## config.mk

```make
export PLATFORM = sky130hd
export DESIGN_NAME = eight_queen_host
export DESIGN_NICKNAME = d
export VERILOG_FILES = /design/src/rtl/eight_queen_pkg.sv /design/src/rtl/eight_queen_host_tracker.sv /design/src/rtl/eight_queen_host.sv
export SDC_FILE = /design/constraint.sdc
export NUM_CORES = 1
export LEC_CHECK = 0
export ABC_CLOCK_PERIOD_IN_PS = 12900
export CORE_ASPECT_RATIO = 1.4
export CORE_MARGIN = 10
export CORE_UTILIZATION = 55
export DETAILED_ROUTE_END_ITERATION = 10
export GPL_TIMING_DRIVEN = 0
export MAX_ROUTING_LAYER = met4
export PLACE_DENSITY = 0.79
export SYNTH_ARGS = -nofsm -noshare
export SYNTH_HDL_FRONTEND = slang
export SYNTH_SLANG_ARGS = --single-unit
```

## constraint.sdc

```tcl
create_clock -name clk -period 12.9 [get_ports clk]
set_input_delay 2.58 -clock clk [delete_from_list [all_inputs] [get_ports clk]]
set_output_delay 2.58 -clock clk [all_outputs]
set_load 0.02 [all_outputs]
```

## src/rtl/eight_queen_pkg.sv

```systemverilog
// Shared types and helpers for the eight_queen host controller.
// State encoding, error codes and board geometry.
package eight_queen_pkg;

  localparam int N_Q    = 8;
  localparam int DIAG_W = 2 * N_Q - 1;

  typedef enum logic [2:0] {
    S_IDLE,
    S_WAIT_RDY,
    S_START,
    S_SOLVE,
    S_CAPTURE,
    S_REPORT
  } state_t;

  typedef logic [2:0] err_t;

  localparam err_t ERR_OK         = 3'd0;
  localparam err_t ERR_NOT_ONEHOT = 3'd1;
  localparam err_t ERR_ROW        = 3'd2;
  localparam err_t ERR_DIAG       = 3'd3;
  localparam err_t ERR_SHORT      = 3'd4;
  localparam err_t ERR_TIMEOUT    = 3'd5;

  localparam logic [N_Q-1:0] MASK_ONE = 1;

  function automatic logic is_onehot(
    input logic [N_Q-1:0] m
  );
    return (m != '0) && ((m & (m - MASK_ONE)) == '0);
  endfunction

  function automatic logic [2:0] row_of(
    input logic [N_Q-1:0] m
  );
    row_of = '0;
    for (int i = 0; i < N_Q; i++)
      if (m[i]) row_of = 3'(i);
  endfunction

endpackage

```

## src/rtl/eight_queen_host_tracker.sv

```systemverilog
// Conflict tracker: row/diagonal occupancy and the captured board.
// The error output describes the push currently on the inputs.
module eq_conflict_tracker
  import eight_queen_pkg::*;
(
  input  logic           clk,
  input  logic           user_reset,
  input  logic           clear,
  input  logic           push,
  input  logic [2:0]     col,
  input  logic [N_Q-1:0] mask,
  output err_t           err,
  input  logic [2:0]     rd_col,
  output logic [2:0]     rd_row
);

  logic [N_Q-1:0]    row_used;
  logic [DIAG_W-1:0] diag_a;
  logic [DIAG_W-1:0] diag_b;
  logic [2:0]        board [N_Q];

  logic       oh;
  logic [2:0] r;
  logic [3:0] da;
  logic [3:0] db;

  always_comb begin
    oh  = is_onehot(mask);
    r   = row_of(mask);
    da  = 4'(r) + 4'(col);
    db  = 4'(r) + 4'd7 - 4'(col);
    err = ERR_OK;
    if (!oh)
      err = ERR_NOT_ONEHOT;
    else if (row_used[r])
      err = ERR_ROW;
    else if (diag_a[da] || diag_b[db])
      err = ERR_DIAG;
  end

  always_ff @(posedge clk or posedge user_reset) begin
    if (user_reset) begin
      row_used <= '0;
      diag_a   <= '0;
      diag_b   <= '0;
      for (int i = 0; i < N_Q; i++)
        board[i] <= '0;
    end else if (clear) begin
      row_used <= '0;
      diag_a   <= '0;
      diag_b   <= '0;
      for (int i = 0; i < N_Q; i++)
        board[i] <= '0;
    end else if (push && oh) begin
      // conflicting queens are still recorded
      row_used[r] <= 1'b1;
      diag_a[da]  <= 1'b1;
      diag_b[db]  <= 1'b1;
      board[col]  <= r;
    end
  end

  assign rd_row = board[rd_col];

endmodule

```

## src/rtl/eight_queen_host.sv

```systemverilog
// Host controller for the eight_queen solver: start handshake,
// solve timing, burst capture and legality report.
module eight_queen_host
  import eight_queen_pkg::*;
#(
  parameter int TIMEOUT_CYCLES = 1_000_000,
  parameter int CYC_W          = 32
) (
  input  logic             clk,
  input  logic             user_reset,
  input  logic             go,
  input  logic             ready,
  input  logic             done,
  input  logic [7:0]       out_bus,
  output logic             start,
  output logic             busy,
  output logic             result_valid,
  output logic             solution_ok,
  output logic [2:0]       error_code,
  output logic [CYC_W-1:0] solve_cycles,
  input  logic [2:0]       rd_col,
  output logic [2:0]       rd_row
);

  localparam logic [CYC_W-1:0] TMO = CYC_W'(TIMEOUT_CYCLES);
  localparam logic [CYC_W-1:0] ONE = CYC_W'(1);

  state_t           state, state_d;
  logic [2:0]       idx, idx_d;
  logic [CYC_W-1:0] cnt, cnt_d;
  err_t             err_q, err_d;
  logic             ok_q, ok_d;

  logic       clear;
  logic       push;
  logic [2:0] col;
  err_t       trk_err;
  err_t       cand;

  eq_conflict_tracker u_trk (
    .clk        (clk),
    .user_reset (user_reset),
    .clear      (clear),
    .push       (push),
    .col        (col),
    .mask       (out_bus),
    .err        (trk_err),
    .rd_col     (rd_col),
    .rd_row     (rd_row)
  );

  assign col = (state == S_SOLVE) ? 3'd0 : idx;

  always_comb begin
    state_d = state;
    idx_d   = idx;
    cnt_d   = cnt;
    err_d   = err_q;
    ok_d    = ok_q;
    clear   = 1'b0;
    push    = 1'b0;
    cand    = ERR_OK;
    unique case (state)
      S_IDLE: if (go) begin
        clear   = 1'b1;
        err_d   = ERR_OK;
        ok_d    = 1'b0;
        cnt_d   = '0;
        idx_d   = '0;
        state_d = S_WAIT_RDY;
      end
      S_WAIT_RDY: if (ready) state_d = S_START;
      S_START: begin
        cnt_d   = ONE;
        state_d = S_SOLVE;
      end
      S_SOLVE: begin
        if (done) begin
          push    = 1'b1;
          cand    = trk_err;
          idx_d   = 3'd1;
          state_d = S_CAPTURE;
        end else if (cnt >= TMO) begin
          cand    = ERR_TIMEOUT;
          state_d = S_REPORT;
        end else if (cnt != '1) begin
          cnt_d = cnt + ONE;
        end
      end
      S_CAPTURE: begin
        if (done) begin
          push  = 1'b1;
          cand  = trk_err;
          idx_d = idx + 3'd1;
          if (idx == 3'd7) state_d = S_REPORT;
        end else begin
          cand    = ERR_SHORT;
          state_d = S_REPORT;
        end
      end
      S_REPORT: state_d = S_IDLE;
      default:  state_d = S_IDLE;
    endcase
    // first error of a run wins
    if (err_q == ERR_OK && cand != ERR_OK)
      err_d = cand;
    if (state_d == S_REPORT && state != S_REPORT)
      ok_d = (err_d == ERR_OK);
  end

  always_ff @(posedge clk or posedge user_reset) begin
    if (user_reset) begin
      state <= S_IDLE;
      idx   <= '0;
      cnt   <= '0;
      err_q <= ERR_OK;
      ok_q  <= 1'b0;
    end else begin
      state <= state_d;
      idx   <= idx_d;
      cnt   <= cnt_d;
      err_q <= err_d;
      ok_q  <= ok_d;
    end
  end

  assign start        = (state == S_START);
  assign busy         = (state != S_IDLE);
  assign result_valid = (state == S_REPORT);
  assign solution_ok  = ok_q;
  assign error_code   = err_q;
  assign solve_cycles = cnt;

endmodule
```

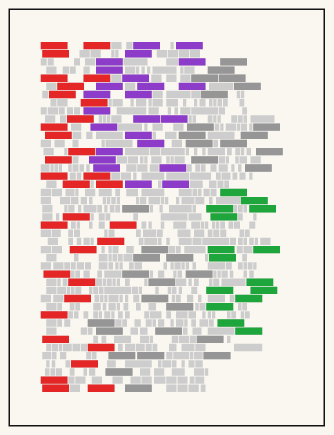
Run 1: register map, names as in the netlist
Scale: 3 px per micron.
[purple] u_trk.board | flops: 24 | where: north
[green] u_trk.diag_a | flops: 15
[red] solve_cycles | flops: 32 | where: a column on the left

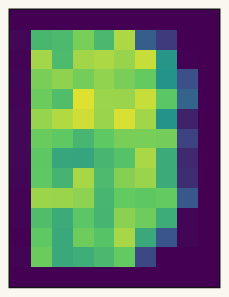
Run 1: placement density heat map
Scale: 2 px per micron. 10 x 14 tiles, from dark purple (low) to yellow (high), 0 to 100% covered.
densest ninth of the die: center
mean over tiles: 44%
tiles over 75% full: 31%
emptiest ninth of the die: south-east

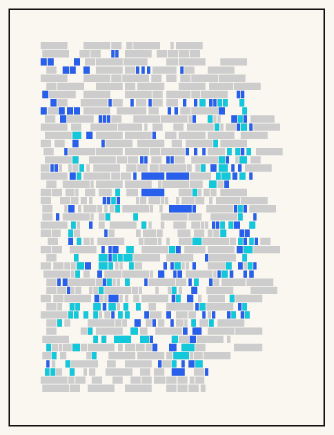
Run 1: gate-type map
Scale: 3 px per micron.
[blue] nor cells | cells: 144
[cyan] aoi and oai cells | cells: 107

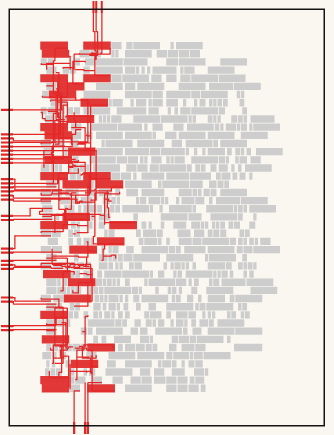
Run 1: nets reached from selected ports
Scale: 3 px per micron.
[red] solve_cycles | bits: 32 | direction: output | edge: 26 west, 3 north, 3 south | end cells: 32 | wire: 1690 microns

==> run 1: area by class of cell <==
cell class	count	share of cell area
Clock buffer	9	0.03428
Buffer	34	0.02380
Inverter	22	0.01295
Tap cell	135	0.02571
Timing Repair Buffer	56	0.08760
Clock inverter	7	0.01390
Sequential cell	104	0.3961
Multi-Input combinational cell	393	0.4056
==> run 1: routing by layer <==
metal | part of all wire | routed length, microns | GRT usage | vias up
li1 | - | - | - | 2119
met1 | 0.40 | 5476 | 0.2086 | 2261
met2 | 0.54 | 7397 | 0.3492 | 133
met3 | 0.039 | 539 | 0.03674 | 29
met4 | 0.024 | 326 | 0.07788 | 0
met5 | 0 | 0 | - | -
==> notes.md, run 1 <==
run metrics: Hold Path Stages=2, overall power after layout=around 0.001 W, DRC=0, Most used DFF post-synth=sky130_fd_sc_hd__dfrtp_1, R2R Path Start=state[0], skew final=around 0.013 ns, library cell with the highest instance count after synthesis=sky130_fd_sc_hd__dfrtp_1, number of filler cells placed in the layout=746, headroom to the max-slew limit=0.4259, Top cells by area=sky130_fd_sc_hd__dfrtp_1 47%, sky130_fd_sc_hd__nor2_1 6.1%, sky130_fd_sc_hd__mux2i_1 5.5%, sky130_fd_sc_hd__a21oi_1 4.5%, sky130_fd_sc_hd__mux4_2 4.1%, Logic cell area=0.002665 sq mm, total vias in the final route=~4500, data required time at the worst endpoint=around 13 ns, register bit total from synthesis=104, biggest power consumer among the groups=registers, outcome=completed, pre-placement core utilization=0.5588, dominant kind of combinational cell=simple AND/OR/NAND/NOR gates, maximum number of pins on one net before global-route repair=just under 60, Least-Margin Pin Slew=approximately 0.85 ns, list of cells traversed by the critical path=clkdlybuf4s50_1 -> buf_2 -> a2111oi_2 -> nor2_1 -> clkbuf_1 -> ha_1 -> fa_1 -> xnor2_1 -> mux4_1 -> nor3_1 -> a311oi_1 -> or3_1 -> a22o_1 -> o41ai_2, growth of design area from synthesis to finish=19.42%, number of input and output port buffers inserted=54, Worst Slack Setup Final=5.380 ns, ANT cells=0, clock slew at the register clock pins of the worst setup and hold paths=0.08 ns, placed cell count=around 740, Cells after Synth=approximately 550, Min-Delay Path Class=reg2reg, number of cells in Yosys stat=553, Max Fanout on Critical Path=12, Simple Share, Synth=0.2060, max FFs per register=32, Power Density=about 150 mW/mm^2, post-layout instance count excluding filler cells=~760, violation count after the first detailed-routing iteration=between 200 and 250, net count entering floorplan=between 500 and 600, crit start category=primary input, worst-path cell with the longest stage delay=sky130_fd_sc_hd__a2111oi_2, Crit. path cell count=14, Layout Nets=roughly 650, grt ovf=0, Seq. cell area=approximately 0.0026 sq mm, share of total power in combinational logic=0.355, Dominant cell area share=0.4730
==> run 1 -> run 2 <==
--- a/config.mk
+++ b/config.mk
@@ -5,7 +5,7 @@
 export SDC_FILE = /design/constraint.sdc
 export NUM_CORES = 1
 export LEC_CHECK = 0
-export ABC_CLOCK_PERIOD_IN_PS = 12900
+export ABC_CLOCK_PERIOD_IN_PS = 7550
 export CORE_ASPECT_RATIO = 1.4
 export CORE_MARGIN = 10
 export CORE_UTILIZATION = 55
==> constraint.sdc (replaced) <==
create_clock -name clk -period 7.55 [get_ports clk]
set_input_delay 1.51 -clock clk [delete_from_list [all_inputs] [get_ports clk]]
set_output_delay 1.51 -clock clk [all_outputs]
set_load 0.02 [all_outputs]
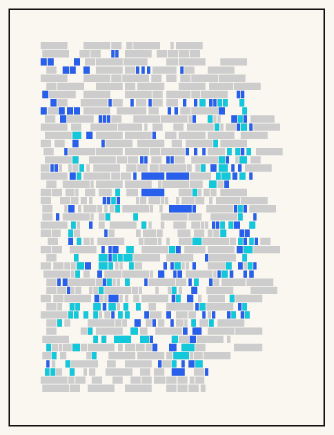
Run 2: gate-type map
Scale: 3 px per micron.
[cyan] aoi and oai cells | cells: 107
[blue] nor cells | cells: 144

==> run 2 against run 1 <==
Total power up 71%. Sequential power up 71%. Worst setup slack worse by 4.3 ns. Via count unchanged. Clock skew unchanged. Worst hold slack unchanged. Clock power up 71%. Critical path depth unchanged. Register-to-register slack worse by 5.4 ns. Die size unchanged. Critical endpoint unchanged. Largest cell class unchanged. Highest routed layer unchanged.
==> notes.md, run 2 <==
run metrics: Dominant cell area share=0.4730 (unchanged), Min-Delay Path Class=reg2reg, number of filler cells placed in the layout=746 (unchanged), Seq/total area=0.3961 (unchanged), grt ovf=0 (unchanged), list of cells traversed by the critical path=clkdlybuf4s50_1 -> buf_2 -> a2111oi_2 -> nor2_1 -> clkbuf_1 -> ha_1 -> fa_1 -> xnor2_1 -> mux4_1 -> nor3_1 -> a311oi_1 -> or3_1 -> a22o_1 -> o41ai_2, ANT cells=0 (unchanged), top layer in use=met4, non-clock inverter count=22 (unchanged), library cell with the highest instance count after synthesis=sky130_fd_sc_hd__dfrtp_1, post-layout instance count excluding filler cells=760 (unchanged), Power Density=258.0 mW/mm^2 (+71%), outcome=completed, DRC=0 (unchanged), met1 global-route usage=0.2086 (unchanged), data required time at the worst endpoint=7.80 ns (-5.35 ns), met2 layer usage reported by global route=0.3492 (unchanged), clock buf count=9 (unchanged), Crit. path cell count=14 (unchanged), Top cells by area=sky130_fd_sc_hd__dfrtp_1 47%, sky130_fd_sc_hd__nor2_1 6.1%, sky130_fd_sc_hd__mux2i_1 5.5%, sky130_fd_sc_hd__a21oi_1 4.5%, sky130_fd_sc_hd__mux4_2 4.1%, Simple Share, Synth=0.2060 (unchanged), skew final=0.01278 ns (unchanged), R2R Path Start=state[0], max FFs per register=32 (unchanged), GR met3 Demand/Resource=0.03674 (unchanged), Layout Nets=649 (unchanged), headroom to the max-slew limit=0.4259 (unchanged), area share of buffers outside the clock network=0.1114 (unchanged), number of input and output port buffers inserted=54 (unchanged), Cells after Synth=553 (unchanged), register bit total from synthesis=104 (unchanged), proportion of cell area spent on the clock network=0.04818 (unchanged)
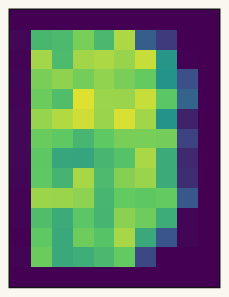
Run 2: placement density heat map
Scale: 2 px per micron. 10 x 14 tiles, from dark purple (low) to yellow (high), 0 to 100% covered.
fullest tile: 95%
tiles over 75% full: 31%
densest ninth of the die: center
emptiest ninth of the die: south-east
nearly empty tiles: 36%
mean over tiles: 44%

-- run 2: cell counts after synthesis --
No cell type changed its count.
-- run 2: worst min path at each step --
stage | slack, ns | depth (start not counted) | end
final | 0.50 | 2 | u_trk.diag_a[6]
after global routing | 0.52 | 2 | u_trk.diag_b[9]
after CTS | 0.50 | 2 | u_trk.diag_a[6]
after detailed placement | 0.47 | 2 | u_trk.diag_a[14]
after global placement | 0.47 | 2 | u_trk.diag_a[14]
after floorplan | 0.45 | 2 | u_trk.diag_a[5]
-- run 2: report_power, final --
group | switching [W] | internal [W]
clock network | 0.000242 | 0.000241
registers | 0.0000265 | 0.000584
logic | 0.000409 | 0.000193
Run 2, register map, names as in the netlist:
Scale: 3 px per micron.
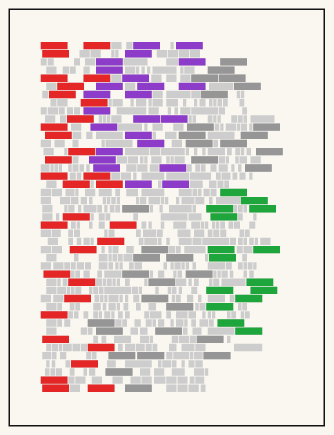

==> run 2 -> run 3 <==
--- a/config.mk
+++ b/config.mk
@@ -5,6 +5,7 @@
 export SDC_FILE = /design/constraint.sdc
 export NUM_CORES = 1
 export LEC_CHECK = 0
+export ABC_AREA = 1
 export ABC_CLOCK_PERIOD_IN_PS = 7550
 export CORE_ASPECT_RATIO = 1.4
 export CORE_MARGIN = 10
@@ -12,7 +13,7 @@
 export DETAILED_ROUTE_END_ITERATION = 10
 export GPL_TIMING_DRIVEN = 0
 export MAX_ROUTING_LAYER = met4
-export PLACE_DENSITY = 0.79
+export PLACE_DENSITY = 0.78
 export SYNTH_ARGS = -nofsm -noshare
 export SYNTH_HDL_FRONTEND = slang
 export SYNTH_SLANG_ARGS = --single-unit
==> constraint.sdc (replaced) <==
create_clock -name clk -period 7.55 [get_ports clk]
set_input_delay 1.1325 -clock clk [delete_from_list [all_inputs] [get_ports clk]]
set_output_delay 1.1325 -clock clk [all_outputs]
set_load 0.02 [all_outputs]
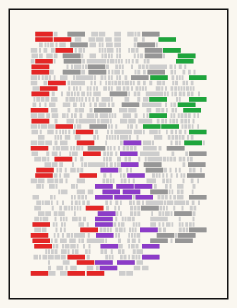
Run 3: register map, names as in the netlist
Scale: 2 px per micron.
[red] solve_cycles | flops: 32 | where: a column on the left
[green] u_trk.diag_a | flops: 15
[purple] u_trk.board | flops: 24
not colored: 33

==> run 3 against run 2 <==
First-iteration DRC count up 35%. Die size grew 8.0%. Global-route usage increased by 2.0 points. Routed wire length is 15% higher. Synthesized cell count grew 40%. Total power grew 1.2%. Clock skew fell by 0.0052 ns. Flip-flop count did not move. Sequential power up 2%. Critical path depth grew 6. Worst setup slack gained 2.0 ns. Critical path type unchanged. Highest routed layer unchanged.
==> notes.md, run 3 <==
run metrics: area share of buffers outside the clock network=0.1069 (-0.004548), max FFs per register=32 (unchanged), Seq/total area=0.3668 (-0.02934), switching share of power=0.3982 (-0.001782), Min-Delay Path Class=reg2reg, Top cells by area=sky130_fd_sc_hd__dfrtp_1 43%, sky130_fd_sc_hd__nand2_1 9.3%, sky130_fd_sc_hd__inv_1 6.8%, sky130_fd_sc_hd__nor2_1 5.2%, sky130_fd_sc_hd__nand3_1 5.1%, register share of total power=0.364 (+0.004), list of cells traversed by the critical path=clkdlybuf4s50_1 -> nor2_1 -> inv_1 -> o21ai_0 -> fa_1 -> buf_2 -> inv_1 -> o21ai_0 -> o21ai_0 -> nand2_1 -> nand2_1 -> nand2_1 -> nand3_1 -> o21ai_0 -> nand2_1 -> nand2_1 -> nand2_1 -> nand2_1 -> nand4_1 -> nand2_1, power dissipated by switching net loads=0.0006829 W (+0.74%), Simple Share, Synth=0.2703 (+0.06427), share of total power in combinational logic=0.375 (+0.020), number of filler cells placed in the layout=934 (+25%), worst slack on hold paths=between 0.4 and 0.5 ns, number of input and output port buffers inserted=57 (+5.6%), Layout Nets=873 (+35%), post-layout instance count excluding filler cells=990 (+30%), clock buf count=11 (+2), Cells after Synth=775 (+40%), met2 layer usage reported by global route=0.3812 (+0.03202), register bit total from synthesis=104 (unchanged), Power Density=241.7 mW/mm^2 (-6.3%), met1 global-route usage=0.2346 (+0.02596), ANT cells=0 (unchanged), Crit. path cell count=20 (+6), R2R Path Start=state[2], GR met3 Demand/Resource=0.03362 (-0.003127), Dominant cell area share=0.4312 (-0.04187), Hold Path Stages=1 (-1), Hold Crit Endpoint=u_trk.row_used[7], non-clock inverter count=115 (+420%), outcome=completed
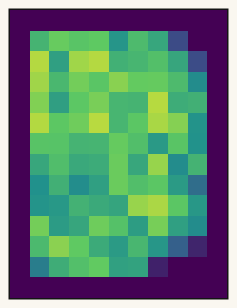
Run 3: placement density heat map
Scale: 2 px per micron. 11 x 14 tiles, from dark purple (low) to yellow (high), 0 to 100% covered.
nearly empty tiles: 32%
mean over tiles: 44%
densest ninth of the die: center
tiles over 75% full: 20%
emptiest ninth of the die: south-east
fullest tile: 89%

run 3: cell types whose count changed after synthesis, sizes merged, moves of 10 or more:
cell,previous run,this run
nor2b,22,0
mux2i,30,0
or3,15,0
mux4,11,0
inv,22,115
xor2,2,12
clkbuf,25,5
nand2,17,155
nand3,10,61
buf,9,19
o21ai,24,67
run 3: power by group through the flow:
stage | Combinational [W] | Sequential (W) | Clock [W]
after CTS | 0.000645 | 0.000624 | 0.000454
after global placement | 0.000624 | 0.000633 | 0
final | 0.000644 | 0.000624 | 0.000447
after global routing | 0.000710 | 0.000630 | 0.000478
after floorplan | 0.000438 | 0.000640 | 0
after detailed placement | 0.000641 | 0.000634 | 0
Power is estimated from default activity; no workload was simulated.
